--- config.mk ---
export PLATFORM = sky130hd
export DESIGN_NAME = temp_osc_measure
export DESIGN_NICKNAME = d
export VERILOG_FILES = /design/src/rtl/lelo_temp_pkg.sv /design/src/rtl/ana_edge_sync.sv /design/src/rtl/temp_osc_measure.sv
export SDC_FILE = /design/constraint.sdc
export NUM_CORES = 1
export LEC_CHECK = 0
export ABC_AREA = 1
export CAP_MARGIN = 5
export CORE_MARGIN = 4
export CORE_UTILIZATION = 52
export CTS_CLUSTER_DIAMETER = 30
export CTS_CLUSTER_SIZE = 28
export DETAILED_ROUTE_END_ITERATION = 16
export GPL_TIMING_DRIVEN = 0
export PLACE_DENSITY = 0.75
export SETUP_SLACK_MARGIN = 0.15
export SLEW_MARGIN = 20
export SYNTH_ARGS = -nofsm -noshare
export SYNTH_HDL_FRONTEND = slang
export SYNTH_HIERARCHICAL = 1
export SYNTH_SLANG_ARGS = --single-unit
--- constraint.sdc ---
create_clock -name lf_clk -period 1.93 [get_ports lf_clk]
set_input_delay 0.386 -clock lf_clk [delete_from_list [all_inputs] [get_ports lf_clk]]
set_output_delay 0.386 -clock lf_clk [all_outputs]
set_load 0.01 [all_outputs]
--- src/rtl/lelo_temp_pkg.sv ---
// Shared constants and helpers for the temperature oscillator measurement block.
// Pure package: no latency, no flow control.
package lelo_temp_pkg;

    localparam int DELTA_W           = 8;
    localparam int WINDOW_CYCLES_DEF = 32;

    function automatic logic [DELTA_W-1:0] sat_add(input logic [DELTA_W-1:0] a,
                                                   input logic               inc);
        logic [DELTA_W:0] sum;
        sum = {1'b0, a} + {{DELTA_W{1'b0}}, inc};
        return sum[DELTA_W] ? {DELTA_W{1'b1}} : sum[DELTA_W-1:0];
    endfunction

endpackage

--- src/rtl/ana_edge_sync.sv ---
// Synchronizes the asynchronous oscillator and emits a one-cycle rising-edge pulse.
// Latency: pulse visible after SYNC_STAGES lf_clk edges; no backpressure (free-running).
module ana_edge_sync #(
    parameter int SYNC_STAGES = 2
) (
    input  logic lf_clk,
    input  logic rst_n,
    input  logic async_in,
    output logic edge_pulse
);

    logic [SYNC_STAGES-1:0] sync_q;
    logic [SYNC_STAGES-1:0] sync_d;
    logic                   hist_q;
    logic                   hist_d;

    always_comb begin
        sync_d = {sync_q[SYNC_STAGES-2:0], async_in};
        hist_d = sync_q[SYNC_STAGES-1];
    end

    always_ff @(posedge lf_clk) begin
        if (rst_n) begin
            sync_q <= '0;
            hist_q <= 1'b0;
        end else begin
            sync_q <= sync_d;
            hist_q <= hist_d;
        end
    end

    assign edge_pulse = sync_q[SYNC_STAGES-1] & ~hist_q;

endmodule

--- src/rtl/temp_osc_measure.sv ---
// Counts oscillator rising edges over WINDOW_CYCLES lf_clk cycles into a saturating delta.
// Latency: delta_valid on the window-closing edge; no backpressure, results are strobed out.
module temp_osc_measure
    import lelo_temp_pkg::*;
#(
    parameter int WINDOW_CYCLES = WINDOW_CYCLES_DEF,
    parameter int SYNC_STAGES   = 2
) (
    input  logic               lf_clk,
    input  logic               rst_n,
    input  logic               ana_clk,
    input  logic               ana_en,
    output logic [DELTA_W-1:0] delta,
    output logic               delta_valid
);

    localparam int               WIN_W    = $clog2(WINDOW_CYCLES);
    localparam logic [WIN_W-1:0] WIN_LAST = WIN_W'(WINDOW_CYCLES - 1);

    logic               ana_edge;
    logic [WIN_W-1:0]   win_cnt_q;
    logic [WIN_W-1:0]   win_cnt_d;
    logic [DELTA_W-1:0] edge_cnt_q;
    logic [DELTA_W-1:0] edge_cnt_d;
    logic [DELTA_W-1:0] delta_q;
    logic [DELTA_W-1:0] delta_d;
    logic               delta_valid_q;
    logic               delta_valid_d;

    ana_edge_sync #(
        .SYNC_STAGES (SYNC_STAGES)
    ) u_sync (
        .lf_clk     (lf_clk),
        .rst_n      (rst_n),
        .async_in   (ana_clk),
        .edge_pulse (ana_edge)
    );

    always_comb begin
        win_cnt_d     = '0;
        edge_cnt_d    = '0;
        delta_d       = delta_q;
        delta_valid_d = 1'b0;
        if (ana_en) begin
            if (win_cnt_q == WIN_LAST) begin
                // An edge arriving on the closing cycle belongs to the closing window.
                delta_d       = sat_add(edge_cnt_q, ana_edge);
                delta_valid_d = 1'b1;
            end else begin
                win_cnt_d  = win_cnt_q + WIN_W'(1);
                edge_cnt_d = sat_add(edge_cnt_q, ana_edge);
            end
        end
    end

    always_ff @(posedge lf_clk) begin
        if (rst_n) begin
            win_cnt_q     <= '0;
            edge_cnt_q    <= '0;
            delta_q       <= '0;
            delta_valid_q <= 1'b0;
        end else begin
            win_cnt_q     <= win_cnt_d;
            edge_cnt_q    <= edge_cnt_d;
            delta_q       <= delta_d;
            delta_valid_q <= delta_valid_d;
        end
    end

    assign delta       = delta_q;
    assign delta_valid = delta_valid_q;

endmodule

Figure 1. Cell classes on the final placement (run 1).
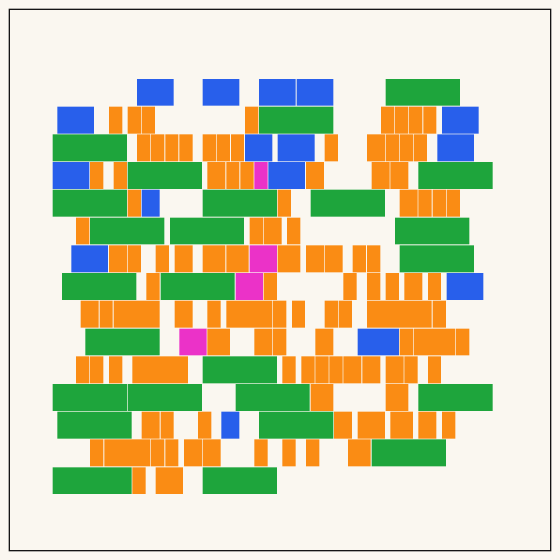
| color | class | cells |
|---|---|---|
| green | registers | 25 |
| blue | remaining buffers and delay cells | 16 |
| orange | remaining logic cells | 110 |
| magenta | clock drivers and dummy loads | 4 |
core area: 0.00182 sq mm
Final Cell Area: 0.00124 sq mm

Figure 2. Metal 1 (run 1).
The bar under the picture is 20 um long. Supply wires on this layer in gray.
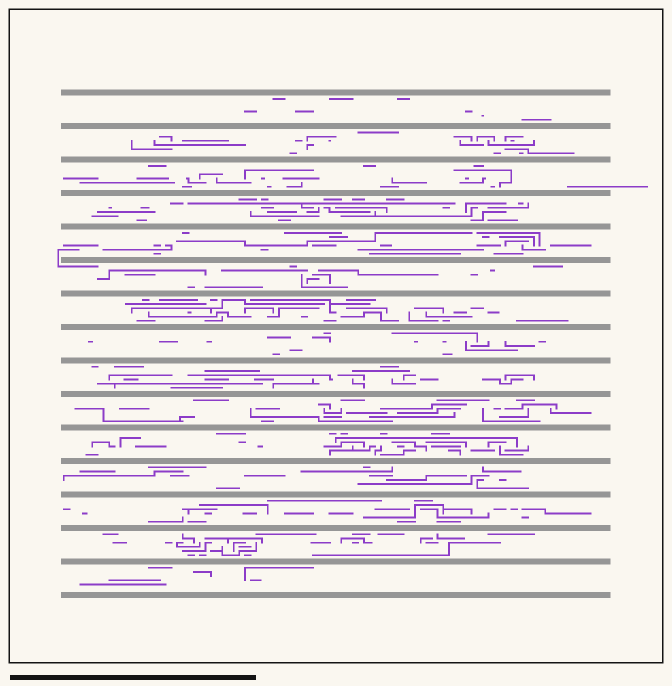
main direction: horizontal
share of all routed wire: 45%
longest straight run: 21.6 um
nets with wire on the layer: 150
met1 capacity usage during global routing: 19.5%
total via count in the routed design: 878
final routed wirelength across all metal layers: 1940 um

Figure 3. Signal wires on met2 (run 1).
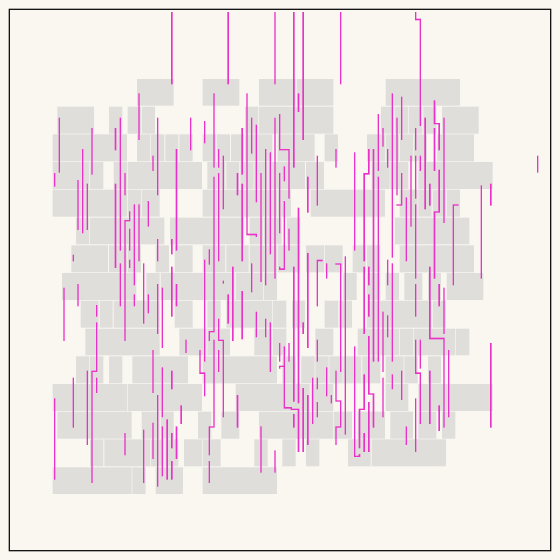
main direction: vertical
share of all routed wire: 52%
nets with wire on the layer: 131
wire length on this layer: 1,000 um
fraction of met2 tracks used by global routing: 31.0%

==> run 1: where the power goes <==
part           switching [mW]  internal, mW
Sequential            0.00192         0.521
Combinational          0.0157        0.0114
Clock                   0.140        0.0805
Total                   0.157         0.613
==> run 1: synthesized netlist by cell type <==
library cell,n,share of area [%]
sky130_fd_sc_hd__a21oi_1,4,1.9
sky130_fd_sc_hd__nand2_2,1,0.60
sky130_fd_sc_hd__ha_1,4,4.8
sky130_fd_sc_hd__nand3_1,11,5.2
sky130_fd_sc_hd__inv_1,20,7.1
sky130_fd_sc_hd__buf_6,1,1.1
sky130_fd_sc_hd__nor2_2,1,0.60
sky130_fd_sc_hd__a31oi_1,4,2.4
sky130_fd_sc_hd__inv_2,3,1.1
sky130_fd_sc_hd__nand3b_1,1,0.71
sky130_fd_sc_hd__and2_1,1,0.60
sky130_fd_sc_hd__nor2_1,30,11
sky130_fd_sc_hd__nor3b_1,1,0.71
sky130_fd_sc_hd__nand3_4,1,1.7
sky130_fd_sc_hd__nand2_1,18,6.4
sky130_fd_sc_hd__buf_2,3,1.4
sky130_fd_sc_hd__nor2_4,1,1.1
sky130_fd_sc_hd__dfxtp_1,25,48
sky130_fd_sc_hd__o21ai_0,9,4.3
==> run 1: cell families after synthesis <==
kind of cell | count (synthesis)
AOI/OAI and AO/OA | 17
adders and majority gates | 4
buffers and inverters | 27
DFF | 25
and+or+nand+nor | 66
==> run 1: critical path: cells and delay by family (launching register included) <==
family,cells,cell delay [ns]
AND/OR/NAND/NOR,6,0.48
adder cells (fa/ha/maj),2,0.42
flip-flops,1,0.32
buffers and inverters,3,0.28
==> run 1: per-layer routing <==
layer  global-route usage (%)  vias up  routed length, um
met3                     3.38        2                 51
li1                         -      466                  -
met2                     31.0       10               1000
met4                     6.38        0                 17
met1                     19.5      400                866
met5                        0        -                  0
==> run 1: sequential cells by signal (all words and copies together) (netlist names) <==
name / count
u_sync/hist_q: 1
win_cnt_q: 5
edge_cnt_q: 8
u_sync/sync_q: 2
delta: 8
delta_valid: 1
==> run 1: per-stage QoR <==
step | setup slack (ns) | cells | hold slack, ns | power [mW]
after floorplan | 0.434 | 139 | 0.388 | 0.549
after global placement | 0.183 | 176 | 0.397 | 0.560
after detailed placement | 0.136 | 176 | 0.411 | 0.561
after CTS | 0.224 | 180 | 0.429 | 0.778
after global routing | 0.144 | 180 | 0.441 | 0.804
final | 0.334 | 180 | 0.422 | 0.770
==> run 1: layout make-up <==
class                   count  area share (%)
repair buffers             12            9.71
clock buffers               4            2.12
inverters                  23            6.98
plain buffers               4            2.33
well taps                  25            2.53
flip-flops and latches     25            40.5
multi-input cells          87            35.8
==> run 1: worst paths after layout <==
path                    start      endpoint  slack [ns]  cells after the start
max          u_sync/sync_q[1]      delta[5]        0.33                     11
min reg2reg      win_cnt_q[0]  win_cnt_q[0]        0.42                      1
min              win_cnt_q[0]  win_cnt_q[0]        0.42                      1
max reg2reg  u_sync/sync_q[1]      delta[5]        0.33                     11
==> results.txt, run 1 <==
Notes on the physical implementation.

- The flow ran to the end, and the final reports show no timing, DRC or antenna violations.
- By instance count after routing, the leading logic cell type is sky130_fd_sc_hd__nor2_1.
- The post-CTS hold buffer count recorded in the log is 0.
- Per the TritonCTS log, the buffer count is 3.
- After layout, the setup clock skew is reported as 0.00440 ns.
- The area taken by multi-input combinational cells is reported as 443 sq um.
- The share of the clock period used by the worst path after layout is 82.7%, for reference.
- The synthesized area per cell is 7.56 sq um, for reference.
- The area of all sequential standard cells is 502 sq um, for reference.
- Of the total synthesized cell area, the portion taken by AND, OR, NAND and NOR gates is 28.3%.
- By startpoint and endpoint, the worst setup path is classified as flop to flop.
- According to the I/O placement log, the pin count is 13.
- The full die area is approximately 0.0028 sq mm, for reference.
- The antenna cell count is 0, for reference.
- The synthesis-stage register bit count is 25, for reference.
- The flow reported a cell area power density of 623 mW/mm^2.
- After technology mapping, the gate count stands at 139.
- The depth of the CTS H-tree is 1, for reference.
- The post-CTS setup-driven buffer insertion count is 0, for reference.
- TritonRoute reported its final design rule violation total as 0.
- The final cell utilization of the core is slightly below 70%, for reference.
- The slowest stage of the critical path belongs to the cell sky130_fd_sc_hd__dfxtp_1.
- The maximum ir drop on the vdd rail is 0.466 mV, for reference.
- In the layout the commonest cells are sky130_fd_sc_hd__nor2_1 (30), sky130_fd_sc_hd__dfxtp_1 (24), sky130_fd_sc_hd__inv_1 (20).
- For the worst setup path, the data required time is 2.14 ns.
- The time the worst path needs with I/O delays and setup is 1.60 ns, for reference.
- The violation count after the first detailed-routing iteration is 9, for reference.
- The end-of-flow timing check tallies setup violations at 0.
- The transition at the pin with the smallest max-transition slack is 0.268 ns, for reference.
- The proportion of synthesized chip area in sequential cells is a little under half, for reference.
- The root buffer cell chosen for the clock tree is sky130_fd_sc_hd__clkbuf_4.
- Global routing used 17.1% of the available tracks.
- Traced cell by cell, the critical path runs through inv_1 > nor2_1 > ha_1 > ha_1 > nand2_1 > inv_2 > nand3_4 > buf_6 > nand3_1 > nor2_1 > nor2_1.
- The vias per cell is 4.88, for reference.
- The final weighted congestion recorded by global placement is ~0.82.
==> run 2: changes to the inputs <==
Clock period 1.93 ns to 1.6 ns, I/O delays scaled along.
Figure 4. Metal 1 (run 2).
The bar under the picture is 20 um long. Supply wires on this layer in gray.
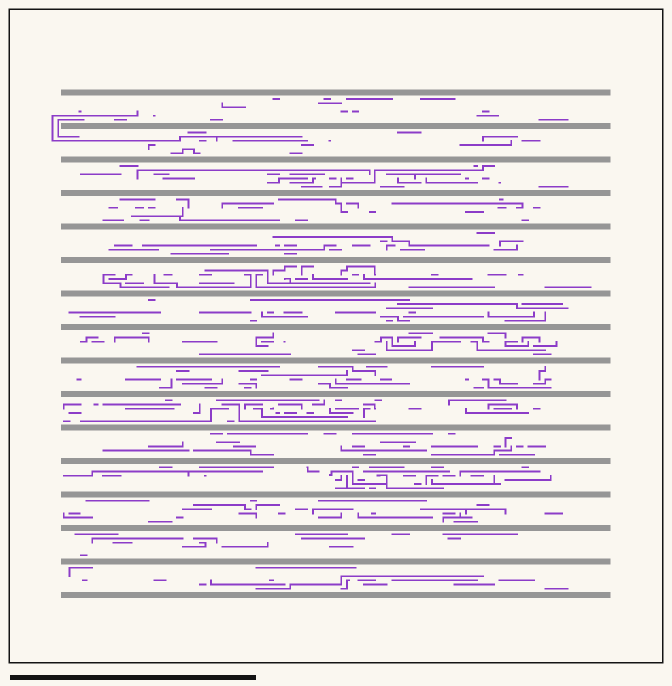
share of all routed wire: 40%
wire length on this layer: 950 um

==> results.txt, run 2 <==
Notes on the physical implementation.

- The dominant register cell is sky130_fd_sc_hd__dfxtp_1, for reference.
- The global placer's final weighted congestion is ~0.84, for reference.
- The maximum ir drop on the vdd rail is 0.632 mV, for reference.
- The synthesized area per cell is 7.56 sq um, for reference.
- The cell sequence reported for the critical path is inv_2 > nor2_2 > ha_2 > ha_4 > nand2_4 > inv_4 > nand3_4 > buf_6 > nand3_2 > nor2_1 > nor2_1.
- Sequential elements use 47.6% of the synthesized area.
- The number of endpoints failing setup at the final stage is 0, for reference.
- The net switching power of the design is ~220 uW, for reference.
- Per the cell usage report, the commonest logic cell in the layout is sky130_fd_sc_hd__nor2_1.
- By instance count, the leading cell after synthesis is sky130_fd_sc_hd__nor2_1.
- The relative contribution of sequential cells to total power is 65.7%, for reference.
- The fraction of layout cells with a size suffix above 1 is between 20% and 30%, for reference.
- For reference, the top cells by count after synthesis are sky130_fd_sc_hd__nor2_1 (30), sky130_fd_sc_hd__dfxtp_1 (25), sky130_fd_sc_hd__inv_1 (20), sky130_fd_sc_hd__nand2_1 (18), sky130_fd_sc_hd__nand3_1 (11).
- For reference, the critical path is captured by delta[7].
- Together, buffers and inverters on the worst path number 3.
- The number of buffers created by CTS is 3, for reference.
- The cell type with the highest aggregate area in the netlist is sky130_fd_sc_hd__dfxtp_1, for reference.
- In the synthesized netlist the async set-or-reset flop fraction comes to 0%.
- The synthesized design contains 25 register bits.
- With fillers left out, the area of the finished cells amounts to 0.00141 sq mm.
- The largest individual stage delay along the critical path comes from the cell sky130_fd_sc_hd__dfxtp_2.
- The area fraction in and, or, nand and nor cells after synthesis is 28.3%, for reference.
- The top cell type by area accounts for between 40% and 50% of the synthesized area.
- For this design the ratio of total power to cell area is 685 mW/mm^2.
- The number of hold buffers added after CTS was 0.
- By instance count after routing, the leading logic cell types are sky130_fd_sc_hd__nor2_1 (26), sky130_fd_sc_hd__dfxtp_1 (22), sky130_fd_sc_hd__inv_1 (18).
- The count of boundary I/O pins is 13, for reference.
- The worst-case reg-to-reg setup slack stands at 0.11 ns.
- The share of the clock period used by the worst path after layout is about 93%, for reference.
- The kind of critical path is flop to flop, for reference.
- The switching portion of total power comes to a little under a quarter.
- The core region is approximately 0.0018 sq mm.
- The worst reg2reg path startpoint is u_sync/sync_q[1], for reference.
- Summed over all routing layers, the global router reports a total usage of 19.5%.
- 0 antenna diodes ended up in the layout.
- Walking the critical path from launch to capture passes 11 cell instances.
- The run finished with clean final reports.
- The clock network is responsible for 30.1% of the overall power.
- The tally of non-filler cells in the final layout is 189, for reference.
- The full die area is 0.00280 sq mm, for reference.
- The critical path's top delay family is simple AND/OR/NAND/NOR gates, for reference.
- Counting I/O delays and the setup requirement, the final critical path takes around 1.5 ns.
- Looking at the clock tree report, the H-tree level count equals 1.
- Between clock sinks in the finished design, the worst skew comes to 0.00144 ns.
- Global route summary, busiest routing layer listed as met2.
- In this run the worst setup path begins at u_sync/sync_q[1].
- The first routing iteration left 19 violations.
Figure 5. Signal wires on met2 (run 2).
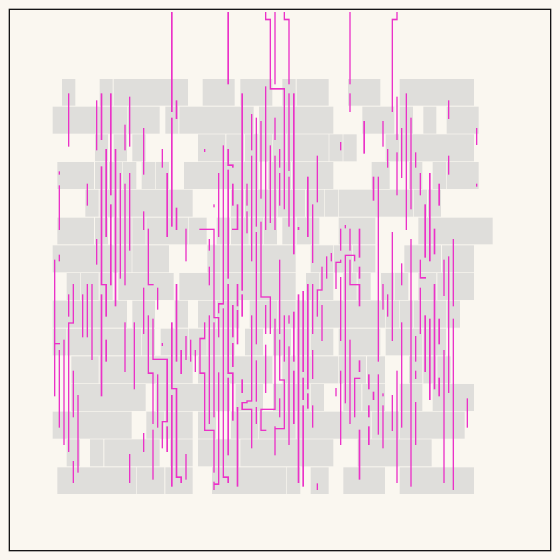
nets with wire on the layer: 148
wire length on this layer: 1,230 um
final routed wirelength across all metal layers: 2360 um
total via count in the routed design: 967
fraction of met2 tracks used by global routing: 35.3%

## run 2: how the worst min path moves through the flow
stage                           startpoint                to  slack (ns)  cells past startpoint
after floorplan           u_sync/sync_q[0]  u_sync/sync_q[1]        0.39                      2
after global placement    u_sync/sync_q[0]  u_sync/sync_q[1]        0.40                      2
after detailed placement  u_sync/sync_q[0]  u_sync/sync_q[1]        0.41                      2
after CTS                 u_sync/sync_q[0]  u_sync/sync_q[1]        0.42                      2
after global routing      u_sync/sync_q[0]  u_sync/sync_q[1]        0.42                      2
final                     u_sync/sync_q[0]  u_sync/sync_q[1]        0.42                      2
## run 2: tightest hold or removal path, cell delays in order, from the launching register on
cell and delay [ns]:
sky130_fd_sc_hd__dfxtp_1 0.33, sky130_fd_sc_hd__inv_1 0.05, sky130_fd_sc_hd__nor2_1 0.03
## run 2: final cells by class
class	instances	area, sq um	area share, %
Clock buffer	4	26.3	1.87
Multi-Input combinational cell	87	536	38.1
Buffer	4	35.0	2.49
Inverter	23	91.3	6.50
Sequential cell	25	504	35.9
Tap cell	25	31.3	2.23
Timing Repair Buffer	21	181	12.9
## run 2: cell families after synthesis
group / Yosys count
AND/OR/NAND/NOR: 66
AND-OR/OR-AND: 17
buffers and inverters: 27
flip-flops: 25
adder cells (fa/ha/maj): 4
## run 2: timing repair
action	4_1_cts	5_1_grt
gates resized	35	14
hold endpoints to repair	0	0
gates cloned	2	0
pin swaps	8	11
setup buffers	5	2
setup endpoints to repair	28	19
## run 2: power by group through the flow
stage / combinational, mW / sequential [mW] / clock, mW
6_report: 0.0409 / 0.632 / 0.290
5_1_grt: 0.0458 / 0.633 / 0.316
4_1_cts: 0.0374 / 0.631 / 0.284
3_5_place_dp: 0.0320 / 0.645 / 0
3_3_place_gp: 0.0310 / 0.645 / 0
2_1_floorplan: 0.0183 / 0.644 / 0
## run 2: layer usage
layer  vias up  routed length (um)
met3         8                 114
met5         -                   0
met1       438                 950
met4         0                  69
met2        32                1230
li1        489                   -
## run 2: stage by stage
step                      utilization [%]  setup TNS (ns)  setup slack [ns]  hold WS, ns
after floorplan                         -               0             0.151        0.388
after global placement               66.2          -0.882           -0.0954        0.398
after detailed placement             66.2           -1.32            -0.137        0.407
after CTS                            73.9               0            0.0943        0.424
after global routing                 77.2               0           0.00623        0.418
final                                77.2               0             0.106        0.424
Figure 6. Signal wires on met3 (run 2).
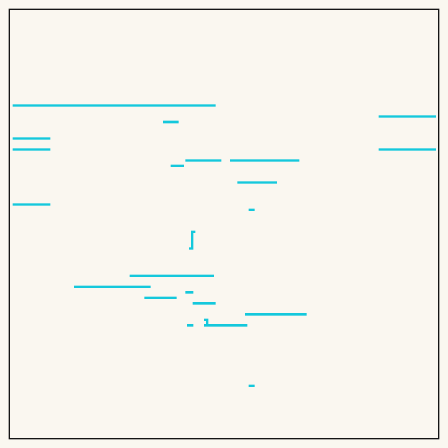

==> run 3: changes to the inputs <==
Settings changed: CORE_UTILIZATION 52 to 55, CTS_BUF_LIST set to sky130_fd_sc_hd__clkbuf_8, PLACE_DENSITY 0.75 to 0.79, SLEW_MARGIN 20 to unset.
Figure 7. Signal wires on met3 (run 3).
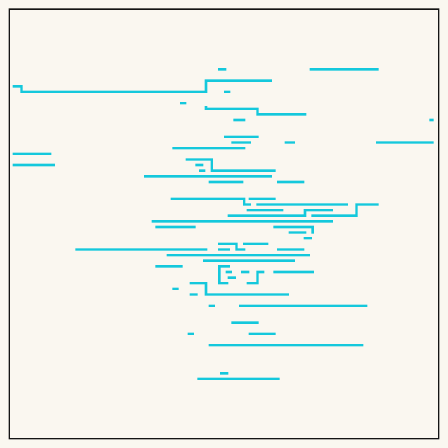
wire length on this layer: 342 um
main direction: horizontal
share of all routed wire: 9.2%
GR Layer Usage met3: 6.88%
final routed wirelength across all metal layers: 3720 um
total via count in the routed design: 1,132

Figure 8. M4 wires (run 3).
The bar under the picture is 20 um long. Supply wires on this layer in gray.
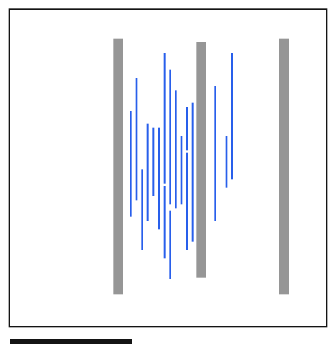
nets with wire on the layer: 18
share of all routed wire: 7.6%

==> results.txt, run 3 <==
Notes on the physical implementation.

- The violation tally recorded at the end of detailed-routing iteration 0 is 75.
- Yosys reported a register bit count of 25.
- The commonest register cell is sky130_fd_sc_hd__dfxtp_1.
- The tally of non-filler cells in the final layout is 194, for reference.
- Per the gpl log, the routability congestion estimate is ~0.86.
- The startpoint of the worst hold path is rst_n, for reference.
- Power comes to 1.08 mW.
- The run finished with clean final reports.
- The number of placed instances, taps included, is 176.
- By count the netlist is led by sky130_fd_sc_hd__nor2_1 (30), sky130_fd_sc_hd__dfxtp_1 (25), sky130_fd_sc_hd__inv_1 (20), sky130_fd_sc_hd__nand2_1 (18), sky130_fd_sc_hd__nand3_1 (11).
- The kind of critical path is flop to flop, for reference.
- The core footprint is 0.00176 sq mm, for reference.
- The overall routing resource usage is 23.1%, for reference.
- The count of flip-flops with a built-in enable after synthesis is 0, for reference.
- The maximum ir drop on the vdd rail is 0.741 mV, for reference.
- The total DRC errors in the routed layout is 0, for reference.
- After synthesis, the largest area contributor takes up 47.6% of total cell area.
- The final setup skew is approximately 0.0082 ns, for reference.
- The time the worst path needs with I/O delays and setup is ~1.5 ns, for reference.
- The hold path endpoint is u_sync/hist_q, for reference.
- For this run the top cell type by instance count after synthesis was sky130_fd_sc_hd__nor2_1.
[run 3: cell counts after synthesis]
Identical to the previous run, type by type.
[run 3: kinds of logic (layout without fill, tap and decap cells)]
kind of cell	count (synthesis)	count (layout)
and+or+nand+nor	66	66
adders and majority gates	4	4
AOI/OAI and AO/OA	17	17
buffers and inverters	27	57
DFF	25	25
[run 3: final cells by class]
class | instances | area (sq um)
multi-input combinational | 87 | 618
sequential | 25 | 504
timing repair buffer | 26 | 233
fill | 87 | 196
inverter | 23 | 93.8
clock buffer | 3 | 41.3
buffer | 4 | 41.3
tap | 25 | 31.3
clock inverter | 1 | 5.00
[run 3: per-layer routing]
metal  vias to the layer above  routed length, um  GRT usage [%]
li1                        494                  -              -
met1                       522               1270           22.3
met2                        79               1820           40.3
met3                        37                341           6.88
met4                         0                282           18.3
met5                         -                  0              0
[run 3: how the worst max path moves through the flow]
| stage | endpoint | slack, ns |
|---|---|---|
| after global routing | edge_cnt_q[7] | -0.05 |
| after CTS | delta[5] | 0.07 |
| final | delta[3] | 0.06 |
| after floorplan | delta[3] | 0.15 |
| after global placement | edge_cnt_q[5] | -0.09 |
| after detailed placement | edge_cnt_q[5] | -0.12 |
[run 3: power by group]
group	total [mW]	leakage [nW]	internal, mW	switching [mW]
sequential	0.632	0.203	0.628	0.00378
clock	0.391	0.0255	0.175	0.216
combinational	0.0521	0.513	0.0241	0.0280
total	1.08	0.741	0.828	0.248
[run 3: worst max-delay path, stage by stage, from the launching register on]
cell and delay [ns]:
sky130_fd_sc_hd__dfxtp_2 0.33, sky130_fd_sc_hd__inv_2 0.05, sky130_fd_sc_hd__nor2_2 0.03, sky130_fd_sc_hd__ha_2 0.20
sky130_fd_sc_hd__ha_4 0.17, sky130_fd_sc_hd__nand2_4 0.09, sky130_fd_sc_hd__inv_6 0.05, sky130_fd_sc_hd__nand3_4 0.09
sky130_fd_sc_hd__buf_4 0.12, sky130_fd_sc_hd__nand3_1 0.09, sky130_fd_sc_hd__o21ai_1 0.17, sky130_fd_sc_hd__inv_1 0.05
[run 3: stage by stage]
| stage | worst slack [ns] | hold slack (ns) | instance area, sq um | setup TNS [ns] |
|---|---|---|---|---|
| after global routing | -0.0523 | 0.314 | 1570 | -0.0655 |
| after CTS | 0.0709 | 0.423 | 1360 | 0 |
| after detailed placement | -0.125 | 0.409 | 1200 | -1.21 |
| after global placement | -0.0918 | 0.405 | 1200 | -0.776 |
| final | 0.0592 | 0.277 | 1570 | 0 |
| after floorplan | 0.151 | 0.388 | 1050 | 0 |
[run 3: what timing repair did]
item,in CTS,in global routing
setup buffers,6,5
setup endpoints to repair,27,21
gates resized,29,50
pin swaps,6,21
cloned,2,1
Power and IR drop assume default switching activity.
